### Cells by drive strength, run 1

Scale: 1.5 px per um.
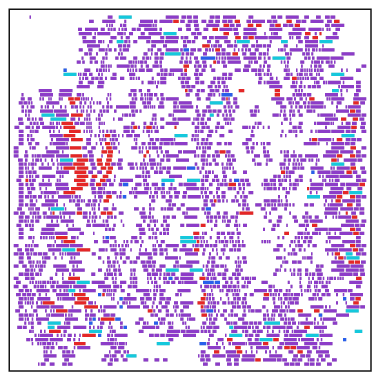
### Selected gate families, run 1

Scale: 1.5 px per um.
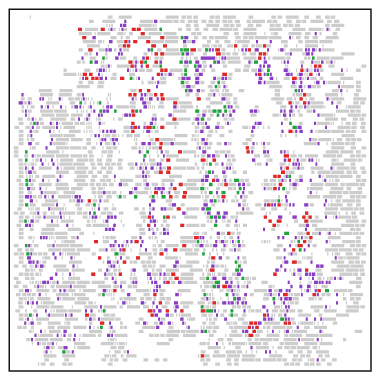
### Congestion heat map, run 1

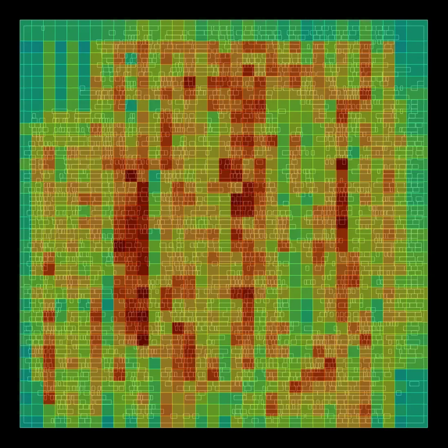
### M3 wires, run 1

Scale: 2 px per um.
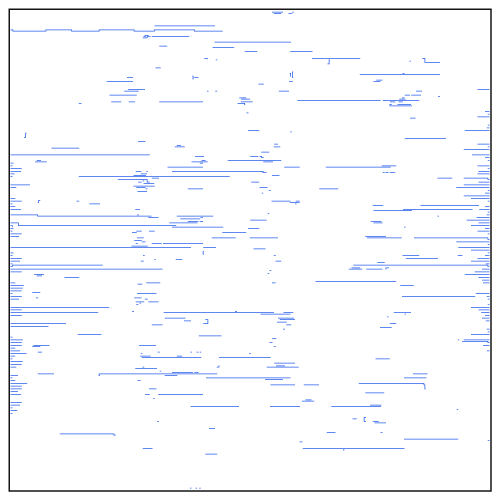
<file path="src/rtl/muladd_ctrl.sv">
// muladd_ctrl -- multi-cycle multiply-accumulate controller for madd/msub.
//
// A madd/msub seen in EX (start=1, flush=0) while IDLE latches the operand
// magnitudes, the product sign, the operation and the current HI/LO. The
// unsigned magnitude product is then formed one multiplier bit per cycle
// (MUL, 32 cycles). ACC applies the sign, adds or subtracts the product
// to/from {HI,LO} modulo 2^64 and registers the result. DONE pulses whilo
// for one cycle. While a start is accepted, and through MUL and ACC, the
// PC/IF/ID/EX stages are held.
//
// Optional feature: define MULADD_FAST_EN to replace the shift-add loop with
// a single-cycle 32x32 multiply (MUL lasts one cycle, cnt stays 0). Results
// are identical in both builds.
//
// Ports:
//   clk, reset_n          clock (rising edge), async active-low reset
//   start                 EX stage holds a madd/msub
//   op_sub, op_signed     1=msub / 0=madd; 1=signed operands
//   rs_data, rt_data      multiplicand, multiplier
//   hi_in, lo_in          current (forwarded) HI/LO
//   stallreq_id, flush    ID stall request; pipeline flush
//   stall[5:0]            [0]PC [1]IF [2]ID [3]EX [4]MEM [5]WB hold
//   cnt                   shift-add iteration count
//   hilo_tempt            partial/unsigned product
//   whilo                 HI/LO write strobe (DONE only)
//   hi_out, lo_out        result, held until the next ACC
//   busy                  state != IDLE
//   state_dbg             current FSM state (IDLE=0 MUL=1 ACC=2 DONE=3)
//
// Handshake: start is a level, sampled only in IDLE; there is no ready.
// The pipeline is kept stalled by the stall vector instead, and the result
// is valid in the single cycle whilo=1.
module muladd_ctrl (
  input  logic        clk,
  input  logic        reset_n,
  input  logic        start,
  input  logic        op_sub,
  input  logic        op_signed,
  input  logic [31:0] rs_data,
  input  logic [31:0] rt_data,
  input  logic [31:0] hi_in,
  input  logic [31:0] lo_in,
  input  logic        stallreq_id,
  input  logic        flush,
  output logic [5:0]  stall,
  output logic [4:0]  cnt,
  output logic [63:0] hilo_tempt,
  output logic        whilo,
  output logic [31:0] hi_out,
  output logic [31:0] lo_out,
  output logic        busy,
  output logic [1:0]  state_dbg
);

  typedef enum logic [1:0] {
    IDLE = 2'd0,
    MUL  = 2'd1,
    ACC  = 2'd2,
    DONE = 2'd3
  } state_t;

  state_t      state, state_nx;
  logic [31:0] mag_a, mag_b;
  logic        neg_r, sub_r;
  logic [63:0] acc_r;
  logic [63:0] product;
  logic [63:0] acc_result;
  logic        launch;

  assign launch = (state == IDLE) && start && !flush;

  // State register
  always_ff @(posedge clk or negedge reset_n) begin
    if (!reset_n) state <= IDLE;
    else          state <= state_nx;
  end

  // Next state; flush overrides everything
  always_comb begin
    state_nx = state;
    if (flush) begin
      state_nx = IDLE;
    end else begin
      case (state)
        IDLE: if (start) state_nx = MUL;
`ifdef MULADD_FAST_EN
        MUL:  state_nx = ACC;
`else
        MUL:  if (cnt == 5'd31) state_nx = ACC;
`endif
        ACC:  state_nx = DONE;
        DONE: state_nx = IDLE;
        default: state_nx = IDLE;
      endcase
    end
  end

  // Sign correction and accumulate, modulo 2^64
  always_comb begin
    product    = neg_r ? (~hilo_tempt + 64'd1) : hilo_tempt;
    acc_result = sub_r ? (acc_r - product) : (acc_r + product);
  end

  // Datapath
  always_ff @(posedge clk or negedge reset_n) begin
    if (!reset_n) begin
      mag_a      <= '0;
      mag_b      <= '0;
      neg_r      <= 1'b0;
      sub_r      <= 1'b0;
      acc_r      <= '0;
      cnt        <= '0;
      hilo_tempt <= '0;
      hi_out     <= '0;
      lo_out     <= '0;
    end else if (flush) begin
      cnt        <= '0;
      hilo_tempt <= '0;
    end else begin
      case (state)
        IDLE: begin
          if (start) begin
            // Two's-complement negate of 0x80000000 gives 0x80000000, which
            // read unsigned is exactly the required magnitude 2^31.
            mag_a      <= (op_signed && rs_data[31]) ? (~rs_data + 32'd1) : rs_data;
            mag_b      <= (op_signed && rt_data[31]) ? (~rt_data + 32'd1) : rt_data;
            neg_r      <= op_signed && (rs_data[31] ^ rt_data[31]);
            sub_r      <= op_sub;
            acc_r      <= {hi_in, lo_in};
            cnt        <= '0;
            hilo_tempt <= '0;
          end
        end
        MUL: begin
`ifdef MULADD_FAST_EN
          hilo_tempt <= {32'd0, mag_a} * {32'd0, mag_b};
`else
          if (mag_b[cnt])
            hilo_tempt <= hilo_tempt + ({32'd0, mag_a} << cnt);
          // Hold at 31 on the last iteration so cnt never wraps in MUL
          if (cnt != 5'd31)
            cnt <= cnt + 5'd1;
`endif
        end
        ACC: begin
          hi_out <= acc_result[63:32];
          lo_out <= acc_result[31:0];
        end
        default: ;
      endcase
    end
  end

  // Stall vector. MEM/WB are never held. Under reset only the ID request
  // can stall; during a flush nothing stalls.
  always_comb begin
    stall = 6'b000000;
    if (!reset_n) begin
      if (stallreq_id) stall = 6'b000111;
    end else if (flush) begin
      stall = 6'b000000;
    end else if (launch || state == MUL || state == ACC) begin
      stall = 6'b001111;
    end else if (stallreq_id) begin
      stall = 6'b000111;
    end
  end

  assign whilo     = (state == DONE) && !flush;
  assign busy      = (state != IDLE);
  assign state_dbg = state;

endmodule

</file>
<file path="config.mk">
export PLATFORM = sky130hd
export DESIGN_NAME = muladd_ctrl
export DESIGN_NICKNAME = d
export VERILOG_FILES = /design/src/rtl/muladd_ctrl.sv
export SDC_FILE = /design/constraint.sdc
export NUM_CORES = 1
export LEC_CHECK = 0
export CAP_MARGIN = 20
export CORE_MARGIN = 2
export CORE_UTILIZATION = 42
export DETAILED_ROUTE_END_ITERATION = 7
export PLACE_DENSITY = 0.65
export SETUP_SLACK_MARGIN = 0.3
export SLEW_MARGIN = 20
export SYNTH_ARGS = -nofsm -noshare
export SYNTH_HDL_FRONTEND = slang
export SYNTH_SLANG_ARGS = --single-unit
</file>
<file path="constraint.sdc">
create_clock -name clk -period 18.4 [get_ports clk]
set_clock_uncertainty 0.05 [all_clocks]
set_input_delay 1.84 -clock clk [delete_from_list [all_inputs] [get_ports clk]]
set_output_delay 1.84 -clock clk [all_outputs]
set_load 0.03 [all_outputs]
</file>
==> Changelog: implementation, run 1 <==
## Implementation

* Slew Limit Headroom at approximately a quarter
* DRC viols at 0
* Layout cells sized above 1 at under 10%
* Seq cells at 265
* FF-to-FF path depth at 24
* Yosys warns at 0
* Clock network area share at around 3.9%
* Sum of routed wire segments on met1 at 33700 um
* Die H at 240 um
* Terminus of the critical flop-to-flop path: hi_out[31]
* Worst Path Buf+Inv at 1
* Final hold violation count at 0
* Top layer reached by signal wires: met4
* Syn avg cell area at around 8.5 sq um
* Status: complete, no violations
* Register share after synthesis at 28.3%
* CP required at approximately 19 ns
* Final Max Tran Viols at 0
* Fillers at 5264
* Total CTS buffers at 31
* Logic area at 16000 sq um
* Largest regs: acc_r x64, hilo_tempt x64
* CP Capture Point: hi_out[31]
* CP arrival at 7.79 ns
* Vias per inst at around 5.8
* M3 GR Usage at 2.96%
* IO Port Bufs at 275
* R2R Path Start: hilo_tempt[1]
* Max Clk Rate at 135 MHz
* Clock buf count at 41
* Post-CTS Setup Bufs at 0
* Chip area at 57600 sq um
* Worst path depth at 24
* Commonest Layout Cell: nand2_1
* Async SR Flop Fraction at 100%
* YS chip area at between 20000 and 25000 sq um
* M2 GR Usage at 40.4%
* CTS root buffer: clkbuf_16
* Most Crowded Layer GR: met2
* Pre-Repair DR Iteration Count at 5
* Antenna Nets Post-Route at 0
* Vias in the first global route at just over 20000
* Yosys cell types at roughly 87
* Comb/total area at 57.8%
* FP Util at 42.5%
* Worst-path clk slew at 0.06 ns
* Pre-CTS setup slack at about 11 ns
* Hold Path Class: reg -> reg
* Seq area share at around a quarter
* Critical path peak fanout at 13
* Final setup TNS at 0 ns
* GRT Residual Overflow at 0
* H-tree depth at 1
* Vias at 21400
* Final setup violation count at 0
* First-pass GRT wire length at 114000 um
* Total of max-cap violations at 0
* Dpl hpwl at 57300 um
* Tool warnings at 32
* Clock Latency Late Sink at 0.60 ns
* Logic inverters at around 46
* Startpoint type of the worst setup path: flip-flop
## Picture notes: 'Cells by drive strength'
| color | size | cells | most used |
|---|---|---|---|
| red | x2 | 159 | mux2_2 |
| cyan | x6 and larger | 45 | clkbuf_16 |
| purple | x1 and smaller | 2710 | nand2_1 |
| blue | x3 and x4 | 29 | buf_4 |
Syn-to-layout area delta: 18.2%
Plain + repair buffers: 287
setup ws final: 11.01 ns

## Picture notes: 'Selected gate families'
| color | family | cells | most used |
|---|---|---|---|
| green | and/or cells | 107 | and3_1 |
| purple | aoi and oai cells | 679 | o21ai_0 |
| red | non-inverting ao/oa cells | 166 | a21o_1 |

## Picture notes: 'Congestion heat map'
Util after Layout: 50.2%
wire length per cell: 19.9 um
met1 usage: 33.8%
gr usage total: 24.8%

## Picture notes: 'M3 wires'
longest straight run: 89.9 um
main direction: horizontal

## run 1: cells by family (layout without fill, tap and decap cells)
group	Yosys count	in the layout	synth area share, %
AOI/OAI and AO/OA	845	845	22.9
xor gates and xnor gates	299	299	11.2
adders and majority gates	138	138	7.44
buffers and inverters	209	391	3.50
DFF	265	265	28.3
muxes	172	172	9.35
other	1	2	0.0160
and+or+nand+nor	831	831	17.3
## run 1: stage by stage
stage	cells	hold slack (ns)	cell area, sq um
final	3691	0.422	27700
after global placement	3633	0.409	26600
after floorplan	2761	0.395	23400
after CTS	3691	0.430	27700
after detailed placement	3633	0.416	26600
after global routing	3691	0.448	27700
## run 1: tightest hold or removal path, cell delays in order, from the launching register on
cell,delay [ns]
dfrtp_1,0.34
nand2_1,0.04
o21ai_0,0.06
## Run 2: what changed since run 1
Settings changed: PLACE_DENSITY 0.65 to 0.67.
Clock period 18.4 ns to 6.29 ns, I/O delays scaled along.
### Congestion heat map, run 2

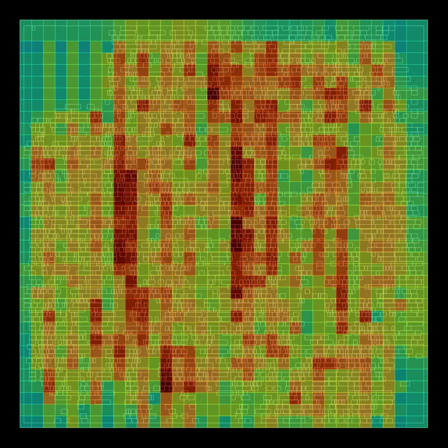
Util after Layout: 52.9%
M3 GR Usage: 2.56%

==> Changelog: implementation, run 2 <==
## Implementation

* DR WL met2 at between 30000 and 40000 um
* Async SR Flop Fraction at 100% (unchanged)
* Register-to-Register Setup Slack at 0.51 ns
* Startpoint type of the worst setup path: flip-flop
* Syn avg cell area at 8.48 sq um (unchanged)
* Final setup TNS at 0 ns (unchanged)
* Die H at 240 um (unchanged)
* Sum of routed wire segments on met1 at 34700 um (+2.9%)
* Worst path depth at 26 (+8.3%)
* RSZ-0062 raised after global routing: yes
* CTS Buffer Depth at 3
* Placed insts at 3743 (+3.0%)
* Worst-Margin Slew at between 1 and 1.5 ns
* Register share after synthesis at 28.3% (unchanged)
* Max incr delay on CP at 0.48 ns
* I/O Pins at 278
* Final std cells w/o fill at 3830 (+3.8%)
* Yosys xor share at 11.2% (unchanged)
* Final setup violation count at 0 (unchanged)
* Number of synthesized flops with an enable pin at 0
* Routed WL at approximately 76000 um
* Cell area after synthesis at 23400 sq um
* CP arrival at 6.19 ns (-1.60 ns)
* First-pass GRT wire length at 116000 um (+1.4%)
* YS chip area at 23400 sq um (unchanged)
* Pre-CTS setup slack at -0.0808 ns (-11.19 ns)
* Pre-Repair DR Iteration Count at 5 (unchanged)
* Most used cell, CP: buf_4
* WHS at -0.0357 ns (-0.458 ns)
* Wire length per cell at 19.7 um (-0.65%)
* Yosys cell types at 87 (unchanged)
* Setup ws final at 0.507 ns (-10.50 ns)
* Most frequent cell after synthesis: nand2_1
* Yosys warns at 0 (unchanged)
* Met1 usage at 34.3% (+0.44 points)
* Post-route design area at 29100 sq um (+5.3%)
* Part of the cycle the worst path needs at 91.9%
* Vias at 21900 (+2.5%)
* Tool warnings at 34 (+6.3%)
* Commonest Layout Cell: nand2_1
* Slew Limit Headroom at 26.6% (-0.067 points)
* DR WL met3 at 3280 um
* M2 GR Usage at 41.8% (+1.4 points)
* Main logic family after synthesis: AND-OR/OR-AND gates
* R2R Path Start: hilo_tempt[1]
* IO Port Bufs at 275 (unchanged)
* Area fraction in compound gates at 22.9% (unchanged)
* Status: finished with violations
* Commonest flop: dfrtp_1
* Yosys cell count at 2760
* Vias in the first global route at 21000 (+2.1%)
* CP delay by family, top: simple AND/OR/NAND/NOR gates
* CTS tree: built
* Antenna Nets Post-Route at 0 (unchanged)
* DRC viols at 0 (unchanged)
* CTS Hold Buffers Added at 0
* Pin count of the biggest net entering global routing at 131
* Final hold violation count at 23 (+23)
* FP Util at 42.5% (unchanged)
* Area fraction in mux cells at 9.35% (unchanged)
* Crit path capture type: flip-flop
* Chip area at 57600 sq um (unchanged)
* Failing checks: hold timing
* Gr usage total at 25.1% (+0.33 points)
* Vias per inst at 5.72 (-1.2%)
* Final Max Tran Viols at 0 (unchanged)
* Top layer reached by signal wires: met4
* Area after DPL at 27400 sq um (+3.2%)
* H-tree depth at 1 (unchanged)
* CTS sink count at approximately 270
* Syn-to-layout area delta at 24.5%
* CP Capture Point: hi_out[29]
* CP required at 6.70 ns (-12.10 ns)
* Total CTS buffers at 31 (unchanged)
* Largest regs: acc_r x64, hilo_tempt x64
* Adder Area Share at 7.44% (unchanged)
* AND/OR/NAND/NOR Cells, Area Fraction at 17.3% (unchanged)
* Layout cells sized above 1 at 14.7% (+6.8 points)
* Top cells excl fill/tap: 322 x nand2_1, 274 x clkdlybuf4s50_1, 258 x dfrtp_1, 231 x o21ai_0, 193 x a21oi_1
* GRT Residual Overflow at 0 (unchanged)
* Post-Syn Instances at 2760
* Most Crowded Layer GR: met2
* Worst Path Buf+Inv at 6 (+5)
* Critical path peak fanout at 6 (-7)
* Hold Path Class: in -> async
* Post-CTS Setup Bufs at 3 (+3)
* FF-to-FF path depth at 26 (+8.3%)
* Worst-path clk slew at 0.06 ns (about the same)
* CTS root buffer: clkbuf_16
* Dpl hpwl at 59100 um (+3.2%)
* # diodes at 0
* Max Clk Rate at 173 MHz (+28%)
* Terminus of the critical flop-to-flop path: hi_out[29]
* Total of max-cap violations at 0 (unchanged)
* Clock Latency Late Sink at 0.59 ns (about the same)
==> run 2: cell count changes in the layout (fill, tap and decap cells not counted), sizes merged <==
cell      previous run  this run
bufinv               4         1
inv                 47        46
clkinvlp             4         2
clkbuf              41        47
clkinv               8         6
buf                 13       154
==> run 2: cell type report <==
cell class	count	area, sq um
timing repair buffer	428	3950
tap	748	936
clock buffer	47	866
multi-input combinational	2287	16500
sequential	265	6650
clock inverter	9	82.6
fill	5178	25900
inverter	46	173
